--- src/rtl/instruc_decode_pkg.sv ---
// Shared constants and decode record for the 16-bit MIPS-Lite instruction decoder.
package instruc_decode_pkg;

  localparam logic [3:0] OP_RTYPE = 4'h0;
  localparam logic [3:0] OP_ADDI  = 4'h1;
  localparam logic [3:0] OP_LW    = 4'h2;
  localparam logic [3:0] OP_SW    = 4'h3;
  localparam logic [3:0] OP_ANDI  = 4'h4;
  localparam logic [3:0] OP_ORI   = 4'h5;

  localparam logic [2:0] ALU_ADD = 3'b000;
  localparam logic [2:0] ALU_SUB = 3'b001;
  localparam logic [2:0] ALU_AND = 3'b010;
  localparam logic [2:0] ALU_OR  = 3'b011;
  localparam logic [2:0] ALU_XOR = 3'b100;
  localparam logic [2:0] ALU_SLT = 3'b101;
  localparam logic [2:0] ALU_SLL = 3'b110;
  localparam logic [2:0] ALU_SRL = 3'b111;

  localparam int unsigned OPC_MSB   = 15;
  localparam int unsigned OPC_LSB   = 12;
  localparam int unsigned RS_MSB    = 11;
  localparam int unsigned RS_LSB    = 9;
  localparam int unsigned RT_MSB    = 8;
  localparam int unsigned RT_LSB    = 6;
  localparam int unsigned RD_MSB    = 5;
  localparam int unsigned RD_LSB    = 3;
  localparam int unsigned FUNCT_MSB = 2;
  localparam int unsigned FUNCT_LSB = 0;
  localparam int unsigned IMM_MSB   = 5;
  localparam int unsigned IMM_LSB   = 0;

  typedef struct packed {
    logic [2:0] alu_op;
    logic       alu_src;
    logic       reg_write;
    logic       mem_write;
    logic       reg_src;
    logic [2:0] rs;
    logic [2:0] rt;
    logic [2:0] rd;
    logic [5:0] imm;
    logic       undef;
  } dec_t;

endpackage

--- src/rtl/instruc_decode_comb.sv ---
// Purely combinational opcode/field decoder; undefined opcodes decode as a NOP.
module instruc_decode_comb
  import instruc_decode_pkg::*;
(
  input  logic [15:0] instruc,
  output dec_t        dec
);

  logic [3:0] opcode;

  always_comb begin
    opcode        = instruc[OPC_MSB:OPC_LSB];
    dec           = '0;
    dec.rs        = instruc[RS_MSB:RS_LSB];
    dec.rt        = instruc[RT_MSB:RT_LSB];
    dec.imm       = instruc[IMM_MSB:IMM_LSB];
    // I-type instructions write back to the Rt field
    dec.rd        = instruc[RT_MSB:RT_LSB];
    dec.alu_op    = ALU_ADD;
    case (opcode)
      OP_RTYPE: begin
        dec.alu_op    = instruc[FUNCT_MSB:FUNCT_LSB];
        dec.rd        = instruc[RD_MSB:RD_LSB];
        dec.reg_write = 1'b1;
      end
      OP_ADDI: begin
        dec.alu_src   = 1'b1;
        dec.reg_write = 1'b1;
      end
      OP_LW: begin
        dec.alu_src   = 1'b1;
        dec.reg_write = 1'b1;
        dec.reg_src   = 1'b1;
      end
      OP_SW: begin
        dec.alu_src   = 1'b1;
        dec.mem_write = 1'b1;
      end
      OP_ANDI: begin
        dec.alu_op    = ALU_AND;
        dec.alu_src   = 1'b1;
        dec.reg_write = 1'b1;
      end
      OP_ORI: begin
        dec.alu_op    = ALU_OR;
        dec.alu_src   = 1'b1;
        dec.reg_write = 1'b1;
      end
      default: dec.undef = 1'b1;
    endcase
  end

endmodule

--- src/rtl/instruc_decode.sv ---
// Registered instruction decoder: one-cycle latency, strobes gated by instruc_valid.
// Define INSTRUC_DECODE_ILLEGAL_EN to flag undefined opcodes on the illegal output.
module instruc_decode
  import instruc_decode_pkg::*;
(
  input  logic        clk,
  input  logic        rst_n,
  input  logic [15:0] instruc,
  input  logic        instruc_valid,
  output logic        dec_valid,
  output logic [2:0]  ALU_op,
  output logic        ALU_src_cntrl,
  output logic        Reg_write,
  output logic        Mem_write,
  output logic        Reg_src_cntrl,
  output logic [2:0]  Rs,
  output logic [2:0]  Rt,
  output logic [2:0]  Rd,
  output logic [5:0]  Imm_Add,
  output logic        illegal
);

`ifdef INSTRUC_DECODE_ILLEGAL_EN
  localparam logic ILLEGAL_EN = 1'b1;
`else
  localparam logic ILLEGAL_EN = 1'b0;
`endif

  dec_t dec;

  instruc_decode_comb u_comb (
    .instruc (instruc),
    .dec     (dec)
  );

  always_ff @(posedge clk) begin
    if (!rst_n) begin
      dec_valid     <= 1'b0;
      ALU_op        <= '0;
      ALU_src_cntrl <= 1'b0;
      Reg_write     <= 1'b0;
      Mem_write     <= 1'b0;
      Reg_src_cntrl <= 1'b0;
      Rs            <= '0;
      Rt            <= '0;
      Rd            <= '0;
      Imm_Add       <= '0;
      illegal       <= 1'b0;
    end else begin
      dec_valid     <= instruc_valid;
      ALU_op        <= dec.alu_op;
      ALU_src_cntrl <= dec.alu_src;
      Reg_write     <= dec.reg_write & instruc_valid;
      Mem_write     <= dec.mem_write & instruc_valid;
      Reg_src_cntrl <= dec.reg_src;
      Rs            <= dec.rs;
      Rt            <= dec.rt;
      Rd            <= dec.rd;
      Imm_Add       <= dec.imm;
      // Constant-folds to a tied-off 0 when the flag is disabled
      illegal       <= dec.undef & instruc_valid & ILLEGAL_EN;
    end
  end

endmodule

--- config.mk ---
export PLATFORM = sky130hd
export DESIGN_NAME = instruc_decode
export DESIGN_NICKNAME = d
export VERILOG_FILES = /design/src/rtl/instruc_decode_pkg.sv /design/src/rtl/instruc_decode_comb.sv /design/src/rtl/instruc_decode.sv
export SDC_FILE = /design/constraint.sdc
export NUM_CORES = 1
export LEC_CHECK = 0
export ABC_AREA = 1
export CAP_MARGIN = 10
export CELL_PAD_IN_SITES_DETAIL_PLACEMENT = 2
export CELL_PAD_IN_SITES_GLOBAL_PLACEMENT = 2
export CORE_MARGIN = 5
export CORE_UTILIZATION = 22
export CTS_BUF_LIST = sky130_fd_sc_hd__clkbuf_4
export DETAILED_ROUTE_END_ITERATION = 12
export PLACE_DENSITY = 0.8
export SYNTH_ARGS = -nofsm -noshare
export SYNTH_HDL_FRONTEND = slang
export SYNTH_HIERARCHICAL = 1
export SYNTH_SLANG_ARGS = --single-unit
--- constraint.sdc ---
create_clock -name clk -period 0.8 [get_ports clk]
set_input_delay 0.16 -clock clk [delete_from_list [all_inputs] [get_ports clk]]
set_output_delay 0.16 -clock clk [all_outputs]
set_load 0.01 [all_outputs]
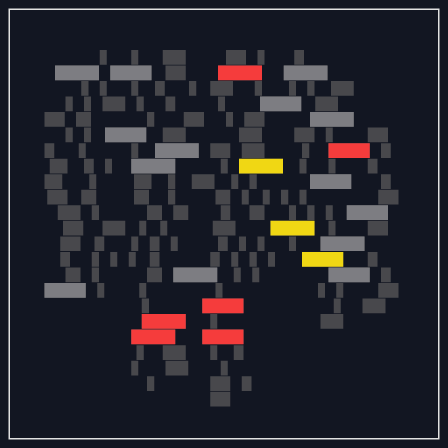
**Above:** where the registers sit.
- Imm_Add: red (sequential cells 6)
- Rd: yellow (sequential cells 3)

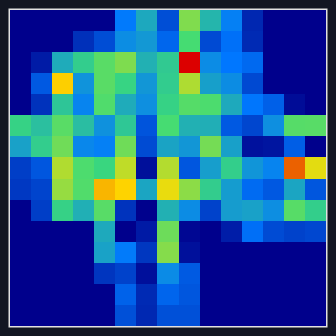
**Above:** signal metal coverage by tile.
The die is cut into 15 by 15 equal tiles; dark blue is low, red is high, scaled to the fullest tile. Values are wire area over tile area, all layers added.
- fullest tile: 0.32
- mean over tiles: 0.072
- emptiest ninth of the die: bottom right
Vias: 796
gr usage total: 9.43%

==> results.cfg <==
; implementation run metrics
[final_timing]
slew_viol_final = 0
finalClockPeriodUsage_pct = 116
setup_slack_ps = -130
setup_violations = 23
tns_ps = -2650
whs_ps = 248
max_freq_ghz = 1.08
min_period_ps = 930
rsz0062_at_grt = yes

[cells_and_area]
area_growth_pct = 43.0
comb_area_share_pct = 17.6
final_core_util_pct = 32.9
inverters = 30
seq_share_pct = 35.8
dominant_cells = registers
nNonClkBuffers = 47
num_antenna_cells = 0
logic_area_um2 = 234
logic_gates = 51
fin_cells = 205
finalInstanceArea_mm2 = 0.00133
buf_share_pct = 31.0
clk_share_pct = 2.26
nNetsFinal = 175
fill_cells = 479

[floorplanning]
n_tap_cell = 50
die_h_um = 74.9
fp-row-count = 23
ioPinCount = 43
coreArea_mm2 = 0.00403
fp_util_pct = 23.0

[placed_design]
numPortBuffers = 41
gp_routability_congestion = 0.829
dp_hpwl_mm = 2.13
dpl-instance-area_mm2 = 0.00133
place_ws_ps = -521

[setup_path]
startpoint = ALU_op[1]
cp_num_buf_inv = 1
worst-path-stages = 1
cp.arrival_ps = 770
crit_path_top_delay_cell = dfxtp_2
cp-start-kind = register
path_delay_family = flip-flops
path_cells = buf_6
endpoint = ALU_op[1]
cpPeakStageDelay_ps = 350
critPathKind = register to output port

[route]
drc = 0
vias_per_cell = 3.88
drt_wl_total_mm = 2.57
antenna_left = 0
dr_wl_met3_um = 159
routed.top_layer = met4
drt-initial-drc-count = 20

[min_path]
holdPathStages = 6
hold_end = Reg_write
min_path_type = primary input to register

[global_routing]
antenna_found_initial = 0
use_met2_pct = 19.4
grt_busiest_layer = met2
grt_max_degree = 15
grt_pass1_vias = 915

[power_and_ir_drop]
peakVddDrop_v = 0.000500
p_per_area_mw_per_mm2 = 1640
p_leak_nw = 0.781
total_power_w = 0.00217

[synth]
syn_area_um2 = 927
syn-num-nets = 138
avgSynthCellArea_um2 = 7.79
synthCells = 119

[clock_tree]
cts_max_level = 1
cts-root-buf = clkbuf_4
cts_tree = done
clockBufferDepth = 2
post_cts_resized = 106
cts_buffers = 3
cts.hold.buffers_added = 0
clkSinkCount = 23

[run_status]
violations = setup timing
status = finished with violations
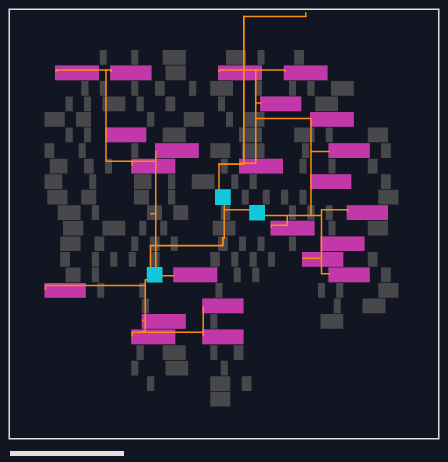
**Above:** clock network drawn from the DEF.
The bar under the picture is 20 µm long.
- flip-flops: magenta (count 23)
- cells driving clock nets: cyan (count 3)
- clock wires: orange (length 285 µm)
- routed clock nets: 4
clock network power: 0.000572 W
clock network power share: 26.4%

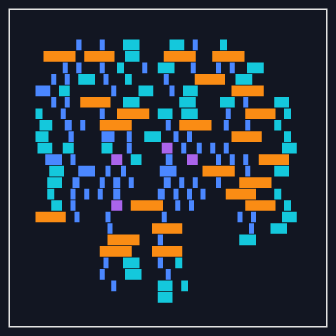
**Above:** placed cells, one colour a class.
- other buffers and delay cells: cyan (cells 47)
- all other logic: blue (cells 81)
- flops: orange (cells 23)
- clock drivers and dummy loads: purple (cells 4)

-- layout by cell type (no fill, tap or decap) --
cell type         n
clkbuf_2          1
clkbuf_4          4
nand3_1           6
buf_6            13
nor2_4            2
a21oi_1           1
o21ai_2           1
dfxtp_2          12
buf_4             5
clkdlybuf4s50_1  14
dfxtp_1          11
inv_2             1
conb_1            1
nor2_1            6
clkdlybuf4s15_1   1
dlygate4sd2_1     2
nand2_1          32
nor3_2            1
nand2_4           1
buf_2            11
inv_1            29
-- state kept, by name, summed over array words and instances (netlist names) --
signal,count
Reg_write,1
Mem_write,1
Rd,3
Imm_Add,6
Rt,3
ALU_op,3
Rs,3
Reg_src_cntrl,1
dec_valid,1
ALU_src_cntrl,1
-- power breakdown --
group,switching (W),internal [W]
logic,0.000176,0.000198
clock network,0.000343,0.000228
registers,0.0000193,0.00120
No activity file was given, so power comes from the tool's default toggle rates.
